layer_met3.png
Drawn at 6 px/µm. Cells faint in the background.
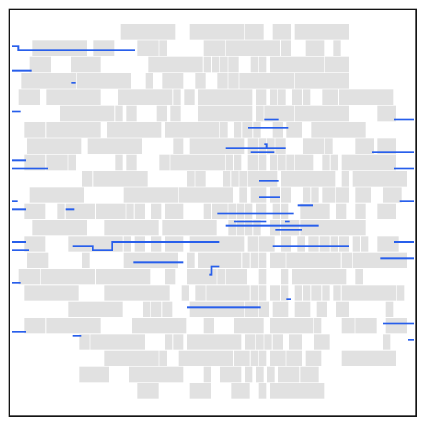
flops_by_reg.png
Drawn at 6 px/µm. Other sequential cells in the stronger grey, the rest of the logic in the fainter grey.
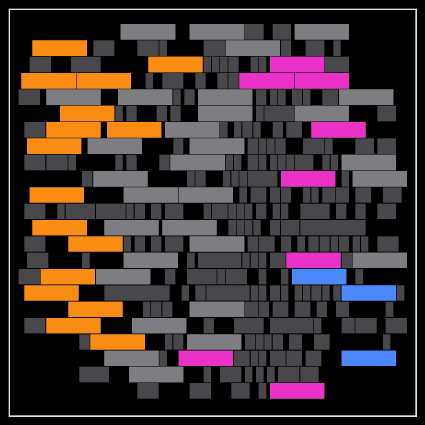
congestion.png
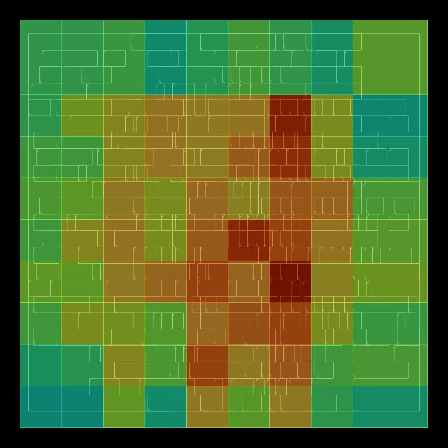
wires.png
Drawn at 6 px/µm. Only two layers are drawn.
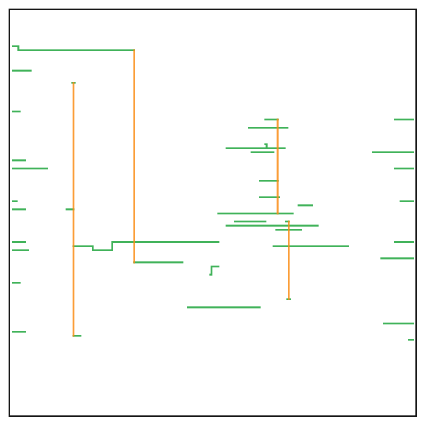
layer_met1.png
Drawn at 8 px/µm. Supply wires on this layer in grey. Cells faint in the background.
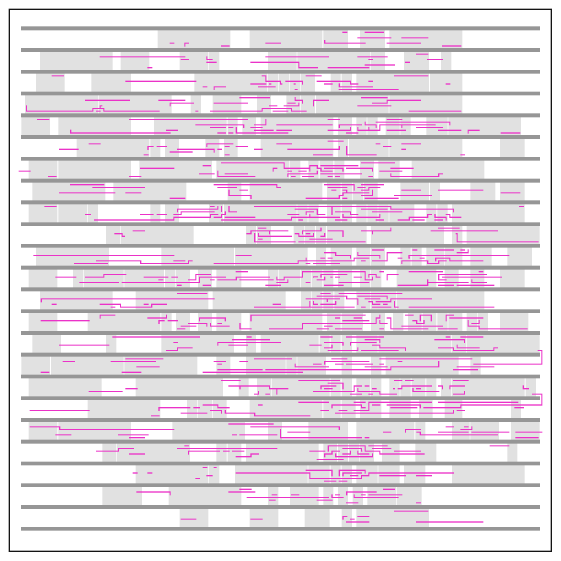
`src/rtl/isp8_intr_ctrl.sv`:
```
// Multi-source interrupt controller for the isp8 core: synchronises and latches irq edges,
// masks them, drives intr against intr_ack and exposes four registers on the port bus.
module isp8_intr_ctrl #(
   parameter int NUM_IRQ     = 8,
   parameter int SYNC_STAGES = 2
) (
   input  logic               clk,
   input  logic               rst_n,
   input  logic [NUM_IRQ-1:0] irq_in,
   output logic               intr,
   input  logic               intr_ack,
   input  logic               io_sel,
   input  logic               io_we,
   input  logic [1:0]         io_addr,
   input  logic [7:0]         io_wdata,
   output logic [7:0]         io_rdata,
   output logic               io_ready
);

   typedef enum logic [1:0] {IDLE, REQ, SVC} state_t;

   localparam logic [7:0] IRQ_MSK = 8'((9'd1 << NUM_IRQ) - 9'd1);

   logic [7:0] irq_ext;
   logic [7:0] sync_q [SYNC_STAGES];
   logic [7:0] edge_q;
   logic [7:0] rise;
   logic [7:0] pending_q, pending_d;
   logic [7:0] mask_q, mask_d;
   logic [7:0] active;
   logic [2:0] vec_idx;
   logic [7:0] vec;
   logic [7:0] rd_mux;
   logic [7:0] io_rdata_q;
   logic       io_ready_q;
   logic       held_q;
   logic       start, wr;
   logic       ack_q, ack_rise, ack_fall;
   logic       intr_q;
   logic [2:0] svc_id_q, svc_id_d;
   state_t     state_q, state_d;

   always_comb begin
      irq_ext = '0;
      irq_ext[NUM_IRQ-1:0] = irq_in;
   end

   assign rise  = sync_q[SYNC_STAGES-1] & ~edge_q;
   // held_q blocks a second access until io_sel has been seen low
   assign start = io_sel & ~held_q;
   assign wr    = start & io_we;

   // set is ORed in after the clear so a coincident edge wins
   assign pending_d = ((pending_q & ~((wr && io_addr == 2'd0) ? io_wdata : 8'h00)) | rise) & IRQ_MSK;
   assign mask_d    = (wr && io_addr == 2'd1) ? (io_wdata & IRQ_MSK) : mask_q;
   assign active    = pending_q & mask_q;

   always_comb begin
      vec_idx = 3'd0;
      for (int i = 7; i >= 0; i--) begin
         if (active[i]) vec_idx = 3'(i);
      end
   end

   assign vec = {|active, 4'b0000, (|active) ? vec_idx : 3'd0};

   always_comb begin
      rd_mux = 8'h00;
      case (io_addr)
         2'd0: rd_mux = pending_q;
         2'd1: rd_mux = mask_q;
         2'd2: rd_mux = vec;
         2'd3: rd_mux = {state_q == SVC, 4'b0000, svc_id_q};
         default: rd_mux = 8'h00;
      endcase
   end

   assign ack_rise = intr_ack & ~ack_q;
   assign ack_fall = ~intr_ack & ack_q;

   always_comb begin
      state_d  = state_q;
      svc_id_d = svc_id_q;
      case (state_q)
         IDLE: begin
            if (ack_rise) begin
               state_d  = SVC;
               svc_id_d = 3'd0;
            end else if (active != 8'h00) begin
               state_d = REQ;
            end
         end
         REQ: begin
            if (ack_rise) begin
               state_d  = SVC;
               svc_id_d = vec[2:0];
            end else if (active == 8'h00) begin
               state_d = IDLE;
            end
         end
         SVC: begin
            if (ack_fall) state_d = IDLE;
         end
         default: state_d = IDLE;
      endcase
   end

   always_ff @(posedge clk or negedge rst_n) begin
      if (!rst_n) begin
         for (int s = 0; s < SYNC_STAGES; s++) sync_q[s] <= '0;
         edge_q     <= '0;
         pending_q  <= '0;
         mask_q     <= '0;
         held_q     <= 1'b0;
         io_ready_q <= 1'b0;
         io_rdata_q <= '0;
         ack_q      <= 1'b0;
         intr_q     <= 1'b0;
         svc_id_q   <= '0;
         state_q    <= IDLE;
      end else begin
         sync_q[0] <= irq_ext;
         for (int s = 1; s < SYNC_STAGES; s++) sync_q[s] <= sync_q[s-1];
         edge_q     <= sync_q[SYNC_STAGES-1];
         pending_q  <= pending_d;
         mask_q     <= mask_d;
         held_q     <= io_sel;
         io_ready_q <= start;
         if (start) io_rdata_q <= rd_mux;
         ack_q      <= intr_ack;
         intr_q     <= (state_d == REQ);
         svc_id_q   <= svc_id_d;
         state_q    <= state_d;
      end
   end

   assign intr     = intr_q;
   assign io_ready = io_ready_q;
   assign io_rdata = io_rdata_q;

endmodule

```
`config.mk`:
```
export PLATFORM = sky130hd
export DESIGN_NAME = isp8_intr_ctrl
export DESIGN_NICKNAME = d
export VERILOG_FILES = /design/src/rtl/isp8_intr_ctrl.sv
export SDC_FILE = /design/constraint.sdc
export NUM_CORES = 1
export LEC_CHECK = 0
export ABC_AREA = 1
export CORE_UTILIZATION = 50
export CTS_CLUSTER_SIZE = 28
export DETAILED_ROUTE_END_ITERATION = 16
export PLACE_DENSITY = 0.78
export RECOVER_POWER = 50
export SLEW_MARGIN = 20
export SYNTH_ARGS = -nofsm -noshare
export SYNTH_HDL_FRONTEND = slang
export SYNTH_SLANG_ARGS = --single-unit
```
`constraint.sdc`:
```
create_clock -name clk -period 1.5 [get_ports clk]
set_input_delay 0.3 -clock clk [delete_from_list [all_inputs] [get_ports clk]]
set_output_delay 0.3 -clock clk [all_outputs]
set_load 0.03 [all_outputs]
```
==> reports/metrics.yaml <==
die:
  fp.dieH_um: 67.57
  fp_util_pct: 52.98
  die_area_mm2: 0.004565
  core_mm2: 0.004058
  io_pins: 33
  fp.dieW_um: 67.57
  row_count: 23
clock_network:
  cts_inserted_buffers: 9
  clkTransAtPathRegs_ns: 0.07
  clock-sinks: 57
  tritoncts: "yes"
  clockRootBuffer: "clkbuf_8"
  htree_levels: 3
  cts_setup_buffers: 0
  clock_path_buffers: 2
  worstSkewPairLatency_ns: 0.33
placement:
  place.gp.congestion: 0.8974
  placed_area_mm2: 0.002614
  post-place-ws_ns: -0.2103
  io_buffers: 32
  dp_hpwl_mm: 2.950
  dpl.cell_count: 300
global_route:
  grt_pass1_wl_mm: 6.982
  grt_pass1_vias: 1581
  grt_max_degree: 25
  track_usage_pct: 22.05
  antenna_found_initial: 0
  overflow: 0
setup_path:
  path_delay_family: "buffers and inverters"
  path_class: "flop to primary output"
  arrival_ns: 1.09
  cp.required_ns: 1.20
  cp_num_buf_inv: 1
  crit_fanout: 2
  cp_slowest_stage_delay_ns: 0.40
  end_kind: "primary output"
  cp_slowest_cell: "dlygate4sd2_1"
  cp_cell_sequence: "dlygate4sd2_1"
  startpoint_type: "flop"
yosys:
  syn_inst: 208
  netlist_area_mm2: 0.002150
  ys_cells: 208
  ys_ff: 57
  syn_nets: 231
  synth_cell_types: 23
  ys_seq_share_pct: 66.36
  ys_area_mm2: 0.002150
  syn_avg_cell_area_um2: 10.33
  yosys_warnings: 0
sta:
  clock_skew_ns: 0.008816
  slew_headroom_pct: 43.16
  drv_slew: 0
  fmax_mhz: 718.9
  setup_slack_ns: 0.1090
  setup_viol: 0
  finalHoldViolCount: 0
  min_period_ns: 1.391
  tightestPinTransition_ns: 0.8526
  rsz0062_at_grt: "false"
  min_period_over_period_pct: 92.73
hold_path:
  hp-class: "flop to flop"
detailed_routing:
  drt_iter0_drc: 53
  ant_nets: 0
  dr.pass1.iters: 5
  drc: 0
  drt-wirelength-per-cell_um: 12.94
  avgViaCountPerCell: 5.063
  drt_wl_total_mm: 4.101
  vias: 1605
run:
  cap_violations: 0
  tool_warnings: 26
final_layout:
  final_area_mm2: 0.002820
  lay_top_count: "dfrtp_1"
  stdcell_count: 317
  diodes: 0
  seq_area_mm2: 0.001426
  fillers: 314
  nNetsFinal: 285
  combGateArea_um2: 603.1
  final_layout_size_suffix_gt1_share_pct: 14.61
  syn_to_final_growth_pct: 31.20
  layout_top_cells: "dfrtp_1 (57), nand2_1 (39), inv_1 (22)"
power_and_ir_drop:
  leakage_uw: 0.001343
  powerDensity_mw_per_mm2: 1391
  peakVddDrop_mv: 1.010
outcome:
  status: "complete, no violations"
Notes on layer_met3.png above:
31 nets have wire on it. The wires run mostly horizontal. The longest straight run is 19.3 µm. The layer carries 204 µm of wire.

Notes on flops_by_reg.png above:
Key: magenta = io_rdata [placed flops 8]; blue = svc_id_q [placed flops 3]; orange = sync_q [placed flops 16]
Another 30 sequential cells are not coloured.

Notes on congestion.png above:
Final Util: 69.50%
met1 usage in global routing: 26.87%

Notes on wires.png above:
Key: orange = metal 4 [wire length 106 µm]; green = metal 3 [wire length 204 µm]

Notes on layer_met1.png above:
The longest straight run is 21.6 µm. The layer carries 1,790 µm of wire.

-- final timing paths --
check                                   from           to  slack [ns]  depth (start not counted)
worst max-delay path             io_rdata[7]  io_rdata[7]        0.11                          1
worst min-delay path               sync_q[9]    sync_q[1]        0.35                          0
worst max register to register  pending_q[7]  io_rdata[0]        0.23                         12
worst min register to register     sync_q[9]    sync_q[1]        0.35                          0
max in group asynchronous              rst_n    sync_q[3]        0.22                          3
min in group asynchronous              rst_n  svc_id_q[1]        0.59                          2
-- synthesized netlist by cell type (all sizes together) --
cell type | n | area (µm²)
and3 | 2 | 12.51
a21oi | 19 | 102.6
nor3 | 4 | 20.02
nor2 | 25 | 136.4
inv | 27 | 103.9
dfrtp | 57 | 1426
o21ai | 22 | 110.1
a41oi | 2 | 17.52
nand3 | 5 | 30.03
o21bai | 1 | 7.510
nand2 | 39 | 146.4
a211oi | 1 | 7.510
buf | 2 | 16.26
o22ai | 2 | 12.51
-- metrics by stage --
step	hold WS, ns	power [µW]	TNS, ns
2_1_floorplan	0.004409	2170	0
3_3_place_gp	0.2244	2430	-1.402
3_5_place_dp	0.2245	2458	-2.486
4_1_cts	0.3494	3956	0
5_1_grt	0.3534	4108	0
6_report	0.3455	3922	0
-- metal layers --
| metal | track usage (%) | wire [µm] |
|---|---|---|
| met1 | 26.87 | 1785 |
| met2 | 33.54 | 2005 |
| met3 | 6.588 | 204 |
| met4 | 14.89 | 106 |
| met5 | 0 | 0 |
-- layout make-up --
cell class	count	share of cell area (%)
tap	50	2.218
inverter	27	3.682
clock buffer	10	4.525
timing repair buffer	45	14.69
multi-input combinational	122	21.38
sequential	57	50.58
clock inverter	6	2.928
-- report_power, final --
group          internal [µW]  leakage [µW]  switching, µW
clock                    926      0.000106            592
sequential              1700      0.000648           98.2
combinational            239      0.000589            366
-- sequential cells by signal, summed over array words and instances, names as in the netlist --
| signal | count |
|---|---|
| ack_q | 1 |
| edge_q | 8 |
| held_q | 1 |
| intr | 1 |
| io_rdata | 8 |
| io_ready | 1 |
| mask_q | 8 |
| pending_q | 8 |
| state_q | 2 |
| svc_id_q | 3 |
| sync_q | 16 |
-- kinds of logic (layout without fill, tap and decap cells) --
| logic type | after synthesis | in the layout | synth area share, % |
|---|---|---|---|
| and+or+nand+nor | 75 | 75 | 16.07 |
| DFF | 57 | 57 | 66.36 |
| buffers and inverters | 29 | 88 | 5.588 |
| AOI/OAI and AO/OA | 47 | 47 | 11.99 |
-- what timing repair did --
item,CTS,global route
hold endpoints to repair,11,0
gates resized,10,0
hold buffers,1,0
endpoints found under the setup margin,10,0
Power and IR drop assume default switching activity.
